## src/rtl/cmdq_pkg.sv

```systemverilog
// Shared types and constants for the DDR5 collapsing command queue.
// The read-prioritisation option is selected with the CMDQ_READ_PRIO_EN macro.
package cmdq_pkg;

   // Default address width for the packed entry type below.
   localparam int CMDQ_ADDR_W = 32;

   // Command type encoding carried in each entry.
   localparam logic CMD_RD = 1'b0;
   localparam logic CMD_WR = 1'b1;

   // Per-slot update select driven by the queue control logic.
   localparam logic [1:0] SLOT_HOLD  = 2'd0;
   localparam logic [1:0] SLOT_SHIFT = 2'd1;
   localparam logic [1:0] SLOT_LOAD  = 2'd2;

   // One queue entry: valid flag, read/write flag and address payload.
   typedef struct packed {
      logic                   valid;
      logic                   rw;
      logic [CMDQ_ADDR_W-1:0] addr;
   } cmdq_entry_t;

endpackage

```

## src/rtl/cmdq_slot.sv

```systemverilog
// Single command-queue entry register.
// It can hold, take the entry from the slot above (collapse), or load the input command.
module cmdq_slot
   import cmdq_pkg::*;
#(
   parameter int ADDR_W = 32
) (
   input  logic              clk,
   input  logic              rst,
   input  logic [1:0]        mode,
   input  logic              load_rw,
   input  logic [ADDR_W-1:0] load_addr,
   input  logic              shift_valid,
   input  logic              shift_rw,
   input  logic [ADDR_W-1:0] shift_addr,
   output logic              valid,
   output logic              rw,
   output logic [ADDR_W-1:0] addr
);

   // Entry register: clear on reset, otherwise follow the select from the queue control.
   always_ff @(posedge clk) begin
      if (rst) begin
         valid <= 1'b0;
         rw    <= 1'b0;
         addr  <= '0;
      end else begin
         case (mode)
            SLOT_SHIFT: begin
               valid <= shift_valid;
               rw    <= shift_rw;
               addr  <= shift_addr;
            end
            SLOT_LOAD: begin
               valid <= 1'b1;
               rw    <= load_rw;
               addr  <= load_addr;
            end
            default: begin
               valid <= valid;
               rw    <= rw;
               addr  <= addr;
            end
         endcase
      end
   end

endmodule

```

## src/rtl/ddr_cmd_queue.sv

```systemverilog
// Collapsing command queue between the host command front end and the DDR5 scheduler.
// Slot 0 is the oldest entry. Occupied slots are always 0..count-1.
// When a command is popped, the entries above it shift down by one.
// Define CMDQ_READ_PRIO_EN to let the oldest read bypass older writes.
// That bypass is limited by a starvation counter that saturates at STARVE_MAX.
//
// Handshake: push = in_valid && in_ready, and pop = out_valid && out_ready.
// in_ready depends only on the registered count, never on out_ready.
module ddr_cmd_queue
   import cmdq_pkg::*;
#(
   parameter int DEPTH      = 8,
   parameter int ADDR_W     = 32,
   parameter int CNT_W      = $clog2(DEPTH + 1),
   parameter int STARVE_MAX = 4
) (
   input  logic              clk,
   input  logic              rst,
   input  logic              in_valid,
   input  logic              in_rw,
   input  logic [ADDR_W-1:0] in_addr,
   output logic              in_ready,
   output logic              out_valid,
   output logic              out_rw,
   output logic [ADDR_W-1:0] out_addr,
   input  logic              out_ready,
   output logic [CNT_W-1:0]  count,
   output logic              rd_pending,
   output logic              wr_pending,
   output logic              cong
);

   localparam int SEL_W = $clog2(DEPTH);

   logic [DEPTH-1:0]  valid_q;
   logic [DEPTH-1:0]  rw_q;
   logic [ADDR_W-1:0] addr_q      [DEPTH];
   logic              shift_valid [DEPTH];
   logic              shift_rw    [DEPTH];
   logic [ADDR_W-1:0] shift_addr  [DEPTH];
   logic [1:0]        slot_mode   [DEPTH];
   logic [SEL_W-1:0]  sel_idx;
   logic [CNT_W-1:0]  sel_ext;
   logic [CNT_W-1:0]  last_idx;
   logic              push;
   logic              pop;

   assign in_ready  = (count != CNT_W'(DEPTH));
   assign out_valid = (count != '0);
   assign cong      = (count == CNT_W'(DEPTH));
   assign push      = in_valid && in_ready;
   assign pop       = out_valid && out_ready;
   assign last_idx  = count - CNT_W'(1);
   assign sel_ext   = CNT_W'(sel_idx);

   // With no queued command, sel_idx is 0, so out_* shows the slot 0 register.
   assign out_rw   = rw_q[sel_idx];
   assign out_addr = addr_q[sel_idx];

`ifdef CMDQ_READ_PRIO_EN
   localparam int SC_W = $clog2(STARVE_MAX + 1);

   logic [SC_W-1:0]  starve_cnt;
   logic             rd_found;
   logic [SEL_W-1:0] rd_idx;

   // Find the lowest-index valid read. Scanning downward leaves the lowest match last.
   always_comb begin
      rd_found = 1'b0;
      rd_idx   = '0;
      for (int i = DEPTH - 1; i >= 0; i--) begin
         if (valid_q[i] && (rw_q[i] == CMD_RD)) begin
            rd_found = 1'b1;
            rd_idx   = SEL_W'(i);
         end
      end
   end

   // Once the head write has been bypassed STARVE_MAX times, it is served next.
   assign sel_idx = (rd_found && (starve_cnt != SC_W'(STARVE_MAX))) ? rd_idx : '0;

   // Count the reads served ahead of a head write. Any pop of the head clears the count.
   always_ff @(posedge clk) begin
      if (rst) begin
         starve_cnt <= '0;
      end else if (pop) begin
         if (sel_idx == '0) begin
            starve_cnt <= '0;
         end else if (rw_q[0] == CMD_WR) begin
            starve_cnt <= starve_cnt + SC_W'(1);
         end
      end
   end
`else
   assign sel_idx = '0;

   logic unused_starve_max;
   assign unused_starve_max = (STARVE_MAX == 0);
`endif

   // Per-slot select. A pop collapses slots sel..count-2 and frees slot count-1.
   // A push fills the first slot left free after any collapse.
   always_comb begin
      for (int i = 0; i < DEPTH; i++) begin
         slot_mode[i] = SLOT_HOLD;
         if (pop) begin
            if (CNT_W'(i) == last_idx) begin
               slot_mode[i] = push ? SLOT_LOAD : SLOT_SHIFT;
            end else if ((CNT_W'(i) >= sel_ext) && (CNT_W'(i) < last_idx)) begin
               slot_mode[i] = SLOT_SHIFT;
            end
         end else if (push && (CNT_W'(i) == count)) begin
            slot_mode[i] = SLOT_LOAD;
         end
      end
   end

   // Read/write pending flags over all valid slots.
   always_comb begin
      rd_pending = 1'b0;
      wr_pending = 1'b0;
      for (int i = 0; i < DEPTH; i++) begin
         rd_pending = rd_pending | (valid_q[i] && (rw_q[i] == CMD_RD));
         wr_pending = wr_pending | (valid_q[i] && (rw_q[i] == CMD_WR));
      end
   end

   // Occupancy counter. A push and a pop in the same cycle leave it unchanged.
   always_ff @(posedge clk) begin
      if (rst) begin
         count <= '0;
      end else begin
         case ({push, pop})
            2'b10:   count <= count + CNT_W'(1);
            2'b01:   count <= count - CNT_W'(1);
            default: count <= count;
         endcase
      end
   end

   // Slot array. Each slot shifts in from the slot above it; the top slot shifts in an empty entry.
   for (genvar g = 0; g < DEPTH; g++) begin : g_slot
      if (g < DEPTH - 1) begin : g_src
         assign shift_valid[g] = valid_q[g+1];
         assign shift_rw[g]    = rw_q[g+1];
         assign shift_addr[g]  = addr_q[g+1];
      end else begin : g_top
         assign shift_valid[g] = 1'b0;
         assign shift_rw[g]    = 1'b0;
         assign shift_addr[g]  = '0;
      end

      cmdq_slot #(
         .ADDR_W (ADDR_W)
      ) u_slot (
         .clk         (clk),
         .rst         (rst),
         .mode        (slot_mode[g]),
         .load_rw     (in_rw),
         .load_addr   (in_addr),
         .shift_valid (shift_valid[g]),
         .shift_rw    (shift_rw[g]),
         .shift_addr  (shift_addr[g]),
         .valid       (valid_q[g]),
         .rw          (rw_q[g]),
         .addr        (addr_q[g])
      );
   end

endmodule

```

## config.mk

```make
export PLATFORM = sky130hd
export DESIGN_NAME = ddr_cmd_queue
export DESIGN_NICKNAME = d
export VERILOG_FILES = /design/src/rtl/cmdq_pkg.sv /design/src/rtl/cmdq_slot.sv /design/src/rtl/ddr_cmd_queue.sv
export SDC_FILE = /design/constraint.sdc
export NUM_CORES = 1
export LEC_CHECK = 0
export ABC_AREA = 1
export CAP_MARGIN = 0
export CORE_MARGIN = 5
export CORE_UTILIZATION = 35
export DETAILED_ROUTE_END_ITERATION = 6
export GPL_TIMING_DRIVEN = 0
export PLACE_DENSITY = 0.5
export SETUP_SLACK_MARGIN = 0.02
export SLEW_MARGIN = 40
export SYNTH_ARGS = -nofsm -noshare
export SYNTH_HDL_FRONTEND = slang
export SYNTH_HIERARCHICAL = 1
export SYNTH_SLANG_ARGS = --single-unit
```

## constraint.sdc

```tcl
create_clock -name clk -period 2.36 [get_ports clk]
set_input_delay 0.472 -clock clk [delete_from_list [all_inputs] [get_ports clk]]
set_output_delay 0.472 -clock clk [all_outputs]
set_load 0.005 [all_outputs]
```

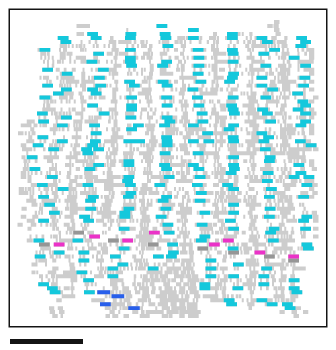
Figure 1: run 1, sequential cells grouped by signal name.
Scale bar: 50 um. Other sequential cells in the stronger grey, the rest of the logic in the fainter grey.
Key: magenta = g_slot.u_slot/valid [flops 8]; cyan = g_slot.u_slot/addr [flops 256, where widely spread]; blue = count [flops 4]
Another 8 sequential cells are not coloured.
Sequential cell area: 0.00553 mm2
Final Util: 47.3%
sequential portion of the cell area: 27.8%

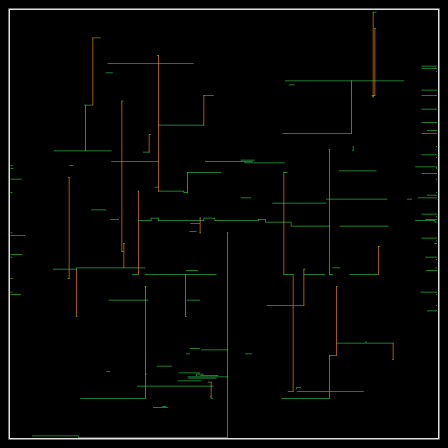
Figure 2: run 1, metal layers overlaid.
Two of the layers only.
Key: green = metal 3 [wire length 1310 um]; orange = metal 4 [wire length 936 um]
drt wl/cell: 13.3 um
vias post-DR: 13966
GR Util All Layers: 17.5%
WL final: 43.1 mm

==> flow_summary.toml, run 1 <==
# flow metrics
[yosys]
edf_count = 0
yosys.area.top_type_share_pct = 37.1
syn-cell-area_mm2 = 0.0149
yosys.cell_types.count = 28
synth_area_leader_cell = "dfxtp_1"
ys_cells = 2460
flop_cell = "dfxtp_1"
yosys_warnings = 6
top_cells_by_area = "dfxtp_1, nor2_1, nand2_1"
syn-instance-count = 2460
yosys_area_mm2 = 0.0149

[worst_setup_path]
cp-start-kind = "flip-flop"
required_ns = 2.77
path_cells = "inv_8, ha_4, inv_4, nor2_4, nand2_4, buf_6, nand2_8, nor2_4, buf_6, nand3_4, nand2_4, ha_4, inv_6, buf_12, clkbuf_16, nand2_1, nor2_1, nor2_1"
cp_slowest_cell = "dfxtp_4"
path_max_fanout = 8
cp-endpoint = "g_slot[2].u_slot/addr[9]$_SDFFE_PP0P_"
critPathTopFamily = "simple AND/OR/NAND/NOR gates"
worstSetupPathType = "reg -> reg"
crit_buf_inv = 7
worst_r2r_path_depth = 18
critPathArrivalTime_ns = 2.80
cp.depth = 18
max_stage_delay_ns = 0.37

[clock_network]
cts_resized = 102
htreeDepth = 2
numCtsBuffers = 37
path_clk_slew_ns = 0.05
cts_hold_buf = 0
clock_latency_ns = 0.52

[route]
vias_per_cell = 4.30
drtAntennaViolNets = 0
drt_iter0_drc = 677
drc = 0

[timing]
relSlewSlack_pct = 62.7
setup_ws_ns = -0.0274
clock_skew_ns = 0.0101
fin_crit_ns = 2.39
setup_viol = 4

[floorplan]
rows = 75
fp.coreArea_mm2 = 0.0420
die_y_um = 216

[finish]
layout.nets = 2732
combGateArea_mm2 = 0.00824
inverters = 316
fillerInstances = 4489
diodes = 0
buffers_excl_clock = 284
syn2layout_area_growth_pct = 33.4
fin_area_mm2 = 0.0199

[run]
warnings = 33
max-cap-violations = 0

[power_and_ir_drop]
p_clk_mw = 5.53
combPwrFrac_pct = 59.0
sw_frac_of_total_pct = 40.3
power_mw = 30.1
cellPowerDensity_mw_per_mm2 = 1510
p_comb_mw = 17.7

[run_status]
status = "finished, violations left"
violations = "negative setup slack"

[placement]
dp.cells = 3110
io_buffers = 78
gp_congestion = 0.823
dp_hpwl_mm = 31.9

[global_route]
grt_pass1_vias = 13028
gr-total-overflow = 0
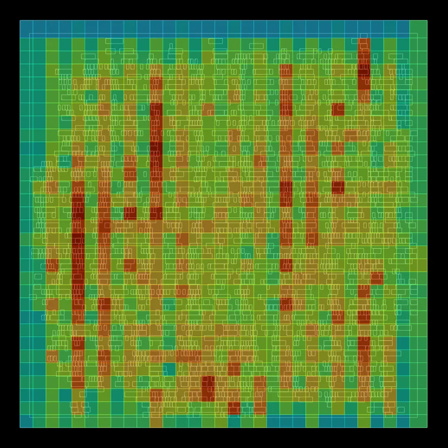
Figure 3: run 1, congestion heat map.
M1 GR Usage: 23.8%
met3 Usage GRT: 2.30%

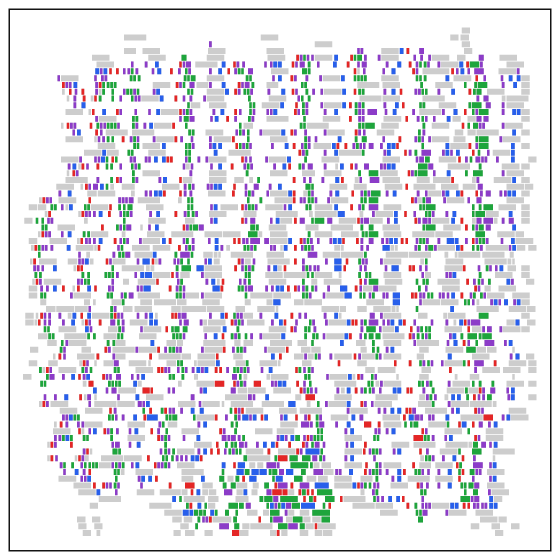
Figure 4: run 1, selected gate families.
Key: blue = aoi and oai cells [cells 299, most used o21ai_0, where widely spread]; purple = nor cells [cells 827, most used nor2_1, where widely spread]; red = inv cells [cells 316, most used inv_1, where widely spread]; green = nand cells [cells 588, most used nand2_1, where widely spread]
non-filler instance count after layout: 3247
Comb/total area: 41.4%
Top cell excl fill/tap: nor2_1

-- run 1: per-layer routing --
metal / global-route usage [%] / up-vias / share of wire [%]
li1: - / 7758 / -
met1: 23.8 / 5958 / 48
met2: 29.2 / 188 / 47
met3: 2.30 / 62 / 3.0
met4: 4.92 / 0 / 2.2
met5: 0 / - / 0
-- run 1: cells by family after synthesis --
family	after synthesis	synth area share [%]
DFF	276	37.1
buffers and inverters	453	14.9
other	1	0.0252
adders and majority gates	15	1.26
and+or+nand+nor	1414	36.4
AOI/OAI and AO/OA	299	10.2
xor gates and xnor gates	2	0.118
-- run 1: state kept, by name, summed over array words and instances, names as in the netlist --
signal               cells
count                    4
g_slot.u_slot/addr     256
g_slot.u_slot/valid      8
g_slot.u_slot/rw         8
--- run 2 (diff from run 1) ---
Settings changed: PLACE_DENSITY 0.5 to 0.48.
Clock period 2.36 ns to 2.5 ns, I/O delays scaled along.
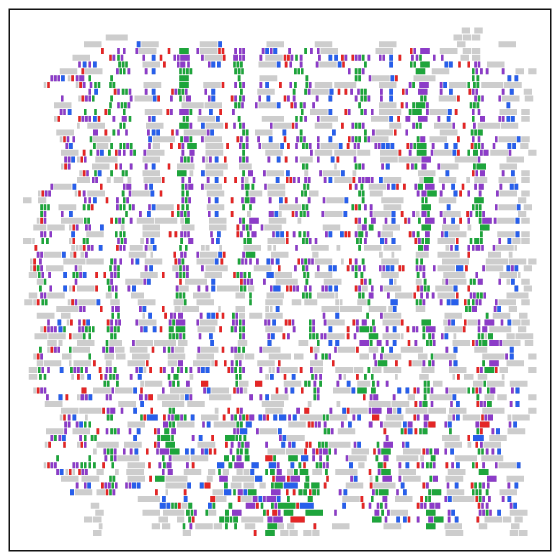
Figure 5: run 2, selected gate families.
Key: green = nand cells [cells 588, most used nand2_1, where widely spread]; blue = aoi and oai cells [cells 299, most used o21ai_0, where widely spread]; purple = nor cells [cells 827, most used nor2_1, where widely spread]; red = inv cells [cells 316, most used inv_1, where widely spread]
Comb/total area: 42.6%
non-filler instance count after layout: 3212

==> run 2 against run 1 <==
Global-route usage rose by 0.052 points. Power fell by 9.1%. Largest power group unchanged. First-iteration DRC count fell by 16%. Hold slack improved by 0.0032 ns. Clock skew barely moved. The run now ends clean. Flip-flop count did not move.
==> flow_summary.toml, run 2 <==
# flow metrics
[global_route]
globalRouteMet3Util_pct = 2.25
gr-total-overflow = 0
busiest_layer = "met2"
track_usage_pct = 17.5
grt_use_met2_pct = 29.4
antenna_found_initial = 0
grt_max_degree = 13
grt_pass1_wl_mm = 67.2
grt.met1_usage_pct = 23.9
grt_pass1_vias = 12857

[run_status]
status = "completed"

[floorplan]
rows = 75
die_y_um = 216
tap_cells = 539
io_pins = 79
fp_util_pct = 35.4
die_x_um = 216
fp.coreArea_mm2 = 0.0420
chip_area_mm2 = 0.0468

[route]
wl_mm = 42.7
drtAntennaViolNets = 0
top_layer = "met4"
met2_length_mm = 19.8
avgRoutedWirePerCell_um = 13.3
drt_iter0_drc = 569
drt_first_pass_iters = 5
wl_met1_mm = 20.8
vias = 13759
vias_per_cell = 4.28
wl_met3_mm = 1.32
drc = 0

[worst_setup_path]
worstSetupPathType = "reg -> reg"
rrSetupSlack_ns = 0.03
crit_buf_inv = 8
cp.depth = 18
reg2reg_to = "g_slot[4].u_slot/addr[26]$_SDFFE_PP0P_"
max_stage_delay_ns = 0.35
cp-start-kind = "flip-flop"
crit-reg2reg-launch = "count[0]$_SDFFE_PP0P_"
cp_slowest_cell = "dfxtp_4"
critPathArrivalTime_ns = 2.90
cp-endpoint = "g_slot[4].u_slot/addr[26]$_SDFFE_PP0P_"
critPathTopFamily = "buffers and inverters"
worst_r2r_path_depth = 18
path_max_fanout = 7
worstSetupEndpointType = "flip-flop"
required_ns = 2.94
path_cells = "clkinvlp_4, ha_4, inv_4, nor2_4, nand2_4, nand2_8, nor2_4, inv_2, nor2_2, nor2_1, inv_1, ha_4, inv_6, buf_8, buf_8, buf_12, o21ai_1, nor2_1"

[timing]
setup_ws_ns = 0.0347
rsz0062_at_grt = "yes"
whs_ns = 0.402
hold_violations = 0
setup_viol = 0
relSlewSlack_pct = 61.5
fin_crit_ns = 2.47
timing.setup.tns_ns = 0
max_freq_ghz = 0.406
clock_skew_ns = 0.0103

[power_and_ir_drop]
cellPowerDensity_mw_per_mm2 = 1410
p_leak_nw = 8.44
p_switching_mw = 11.2
combPwrFrac_pct = 59.1
p_clk_share_pct = 17.6
sw_frac_of_total_pct = 41.1
power_mw = 27.3
power.internal_mw = 16.1
ir_drop_v = 0.000476

[finish]
largest_cell_class = "logic gates"
layout_top_cells = "nor2_1, nand2_1, inv_1, dfxtp_1, o21ai_0"
seq_cells = 276
buffers_excl_clock = 258
final-clk-cell-share_pct = 5.56
combGateArea_mm2 = 0.00826
bufAreaShareNonClock_pct = 13.4
nMultiInputCombCells = 1765
largestRegisters = "g_slot.u_slot/addr x256, g_slot.u_slot/rw x8, g_slot.u_slot/valid x8"
layout-drive-gt1-share_pct = 16.2
seq_area_mm2 = 0.00553
fin_util_pct = 46.1
syn2layout_area_growth_pct = 30.2
largest_register_ffs = 256
fillerInstances = 4471
inverters = 316
layout.nets = 2705
diodes = 0
seqAreaFraction_pct = 28.5
fin_area_mm2 = 0.0194
regMostFlops = "g_slot.u_slot/addr"
layout_top_cell = "nor2_1"

[yosys]
synth_seq_share_pct = 37.1
top_cells_by_area = "dfxtp_1, nor2_1, nand2_1"
syn-instance-count = 2460
synth_area_leader_cell = "dfxtp_1"
yosys_area_mm2 = 0.0149
ys_cells = 2460
flop_cell = "dfxtp_1"
edf_count = 0
most_common_cell = "nor2_1"
yosys.cell_types.count = 28
yosys_warnings = 6
yosys.area.top_type_share_pct = 37.1
syn_avg_cell_area_um2 = 6.06
syn-cell-area_mm2 = 0.0149

[clock_network]
clock-sinks = 276
htreeDepth = 2
clock_latency_ns = 0.54
cts_tree = "yes"
numCtsBuffers = 36
path_clk_slew_ns = 0.05

[placement]
pre_cts_slack_ns = -0.609
dp_hpwl_mm = 32.4
io_buffers = 78
gp_congestion = 0.814
dp.cells = 3110
dpl_cell_area_mm2 = 0.0165

[worst_hold_path]
hold_path_depth = 2
hp-start = "rst"
holdCritPathClass = "in -> reg"
min_to = "count[0]$_SDFFE_PP0P_"

[run]
max-cap-violations = 0
warnings = 33
-- run 2: cell counts after synthesis --
No cell type changed its count.
-- run 2: kinds of logic after synthesis --
group | share of synthesized area (%)
compound gates | 10.2
fa+ha+maj | 1.26
flops | 37.1
simple gates | 36.4
buf+inv | 14.9
xor+xnor | 0.118
other cells | 0.0252
-- run 2: power by group through the flow --
stage               Clock (mW)  Combinational [mW]  Sequential (mW)
floorplan                    0                8.85             6.32
global placement             0                11.6             6.44
detailed placement           0                11.7             6.46
CTS                       4.98                12.4             6.39
global route              5.15                18.1             6.56
finish                    4.80                16.1             6.39
-- run 2: timing repair --
item	in CTS	in global routing
pin swaps	8	164
gates cloned	1	15
hold endpoints to repair	0	0
setup buffers	9	19
gates resized	70	339
setup endpoints to repair	277	273
hold buffers	0	0
--- run 3 (diff from run 2) ---
Settings changed: GPL_ROUTABILITY_DRIVEN set to 0.
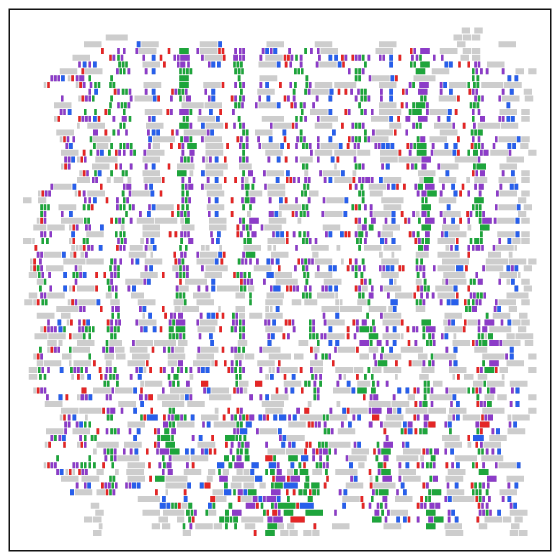
Figure 6: run 3, selected gate families.
Key: blue = aoi and oai cells [cells 299, most used o21ai_0, where widely spread]; green = nand cells [cells 588, most used nand2_1, where widely spread]; purple = nor cells [cells 827, most used nor2_1, where widely spread]; red = inv cells [cells 316, most used inv_1, where widely spread]

==> run 3 against run 2 <==
Via count did not move. First-iteration DRC count unchanged. Cell area did not move. Critical path type unchanged. Critical path depth unchanged. Clock skew unchanged. Hold slack unchanged. Area after synthesis did not move. Synthesized cell count unchanged. Cell count unchanged. Maximum frequency stayed put. Flip-flop count did not move. Routed wire length is the same.
==> flow_summary.toml, run 3 <==
# flow metrics
[yosys]
syn-instance-count = 2460
adder_share_pct = 1.26
top_cells_by_area = "dfxtp_1, nor2_1, nand2_1"
ys_ff = 276
most_common_cell = "nor2_1"
ys_top_logic_family = "simple AND/OR/NAND/NOR gates"
yosys.area.top_type_share_pct = 37.1
flop_cell = "dfxtp_1"
yosys_area_mm2 = 0.0149
async_reset_ff_share_pct = 0
ys_cells = 2460
yosys.cell_types.count = 28
synth_area_leader_cell = "dfxtp_1"
synth_seq_share_pct = 37.1
synthTopCellsByCount = "nor2_1, nand2_1, inv_1"
yosys_warnings = 6
edf_count = 0
syn-cell-area_mm2 = 0.0149
syn_avg_cell_area_um2 = 6.06
simple_gate_area_share_pct = 36.4
yosys.area_share.aoi_pct = 10.2
ys_sh_xor_pct = 0.118
mux_share_pct = 0

[timing]
timing.setup.tns_ns = 0
tightest_slew_ns = 0.576
setup_viol = 0
clock_skew_ns = 0.0103
rsz0062_at_grt = "yes"
max_freq_ghz = 0.406
relSlewSlack_pct = 61.5
fin_crit_sh_pct = 98.6
whs_ns = 0.402
hold_violations = 0
drv_slew = 0
fin_crit_ns = 2.47
setup_ws_ns = 0.0347

[worst_hold_path]
hp-start = "rst"
holdCritPathClass = "in -> reg"
min_to = "count[0]$_SDFFE_PP0P_"
hold_path_depth = 2

[clock_network]
htreeDepth = 2
cts_buffer_depth = 3
cts_hold_buf = 0
path_clk_slew_ns = 0.05
numCtsBuffers = 36
cts-root-buf = "clkbuf_16"
clock_latency_ns = 0.54
cts_tree = "yes"
clock-sinks = 276

[global_route]
grt_max_degree = 13
track_usage_pct = 17.5
globalRouteMet3Util_pct = 2.25
grt.met1_usage_pct = 23.9
grt_pass1_vias = 12857
grt_use_met2_pct = 29.4
antenna_found_initial = 0
busiest_layer = "met2"
grt_pass1_wl_mm = 67.2
gr-total-overflow = 0

[floorplan]
rows = 75
die_y_um = 216
fp_util_pct = 35.4
die_x_um = 216
io_pins = 79
fp.coreArea_mm2 = 0.0420
chip_area_mm2 = 0.0468

[placement]
pre_cts_slack_ns = -0.609
io_buffers = 78
dpl_cell_area_mm2 = 0.0165
dp.cells = 3110
dp_hpwl_mm = 32.4

[finish]
fillerInstances = 4471
layout-drive-gt1-share_pct = 16.2
fin_area_mm2 = 0.0194
fin_util_pct = 46.1
largestRegisters = "g_slot.u_slot/addr x256, g_slot.u_slot/rw x8, g_slot.u_slot/valid x8"
diodes = 0
regMostFlops = "g_slot.u_slot/addr"
layout_top_cells = "nor2_1, nand2_1, inv_1, dfxtp_1, o21ai_0"
combGateArea_mm2 = 0.00826
layout.nets = 2705
final_cells = 3212
seq_area_mm2 = 0.00553
syn2layout_area_growth_pct = 30.2
largest_register_ffs = 256
layout_top_cell = "nor2_1"

[worst_setup_path]
crit-reg2reg-launch = "count[0]$_SDFFE_PP0P_"
path_max_fanout = 7
path_cells = "clkinvlp_4, ha_4, inv_4, nor2_4, nand2_4, nand2_8, nor2_4, inv_2, nor2_2, nor2_1, inv_1, ha_4, inv_6, buf_8, buf_8, buf_12, o21ai_1, nor2_1"
cp-endpoint = "g_slot[4].u_slot/addr[26]$_SDFFE_PP0P_"
worstSetupPathType = "reg -> reg"
worstSetupEndpointType = "flip-flop"
cp-start-kind = "flip-flop"
required_ns = 2.94
cp_slowest_cell = "dfxtp_4"
critPathTopFamily = "buffers and inverters"
cp.depth = 18
critPathArrivalTime_ns = 2.90
reg2reg_to = "g_slot[4].u_slot/addr[26]$_SDFFE_PP0P_"
max_stage_delay_ns = 0.35
crit_buf_inv = 8
worst_r2r_path_depth = 18
cp-startpoint = "count[0]$_SDFFE_PP0P_"
rrSetupSlack_ns = 0.03

[power_and_ir_drop]
combPwrFrac_pct = 59.1
pwr-share-seq_pct = 23.4
power_mw = 27.3
p_comb_mw = 16.1
power.internal_mw = 16.1
p_clk_share_pct = 17.6
p_clk_mw = 4.80
p_leak_nw = 8.44
p_switching_mw = 11.2
top_power_group = "combinational cells"
cellPowerDensity_mw_per_mm2 = 1410
sw_frac_of_total_pct = 41.1
ir_drop_v = 0.000476
seq_power_mw = 6.39

[route]
top_layer = "met4"
drt_iter0_drc = 569
wl_met1_mm = 20.8
vias = 13759
drt_first_pass_iters = 5
met2_length_mm = 19.8
vias_per_cell = 4.28
avgRoutedWirePerCell_um = 13.3
drc = 0
wl_mm = 42.7
drtAntennaViolNets = 0
wl_met3_mm = 1.32

[run]
warnings = 33
max-cap-violations = 0

[run_status]
status = "completed"
run 3: cell counts in the layout (fill, tap and decap cells not counted):
No cell type changed its count.
run 3: timing repair:
| action | CTS | global route |
|---|---|---|
| endpoints found under the setup margin | 277 | 273 |
| pin swaps | 8 | 164 |
| buffers inserted | 9 | 19 |
| gates cloned | 1 | 15 |
| gates resized | 70 | 339 |
run 3: layout make-up:
| cell class | instances | share of cell area (%) |
|---|---|---|
| multi-input cells | 1765 | 42.6 |
| flip-flops and latches | 276 | 28.5 |
| repair buffers | 121 | 7.19 |
| inverters | 316 | 6.43 |
| plain buffers | 137 | 6.26 |
| clock buffers | 52 | 5.22 |
| well taps | 539 | 3.48 |
| clock inverters | 6 | 0.342 |
Power is estimated from default activity; no workload was simulated.
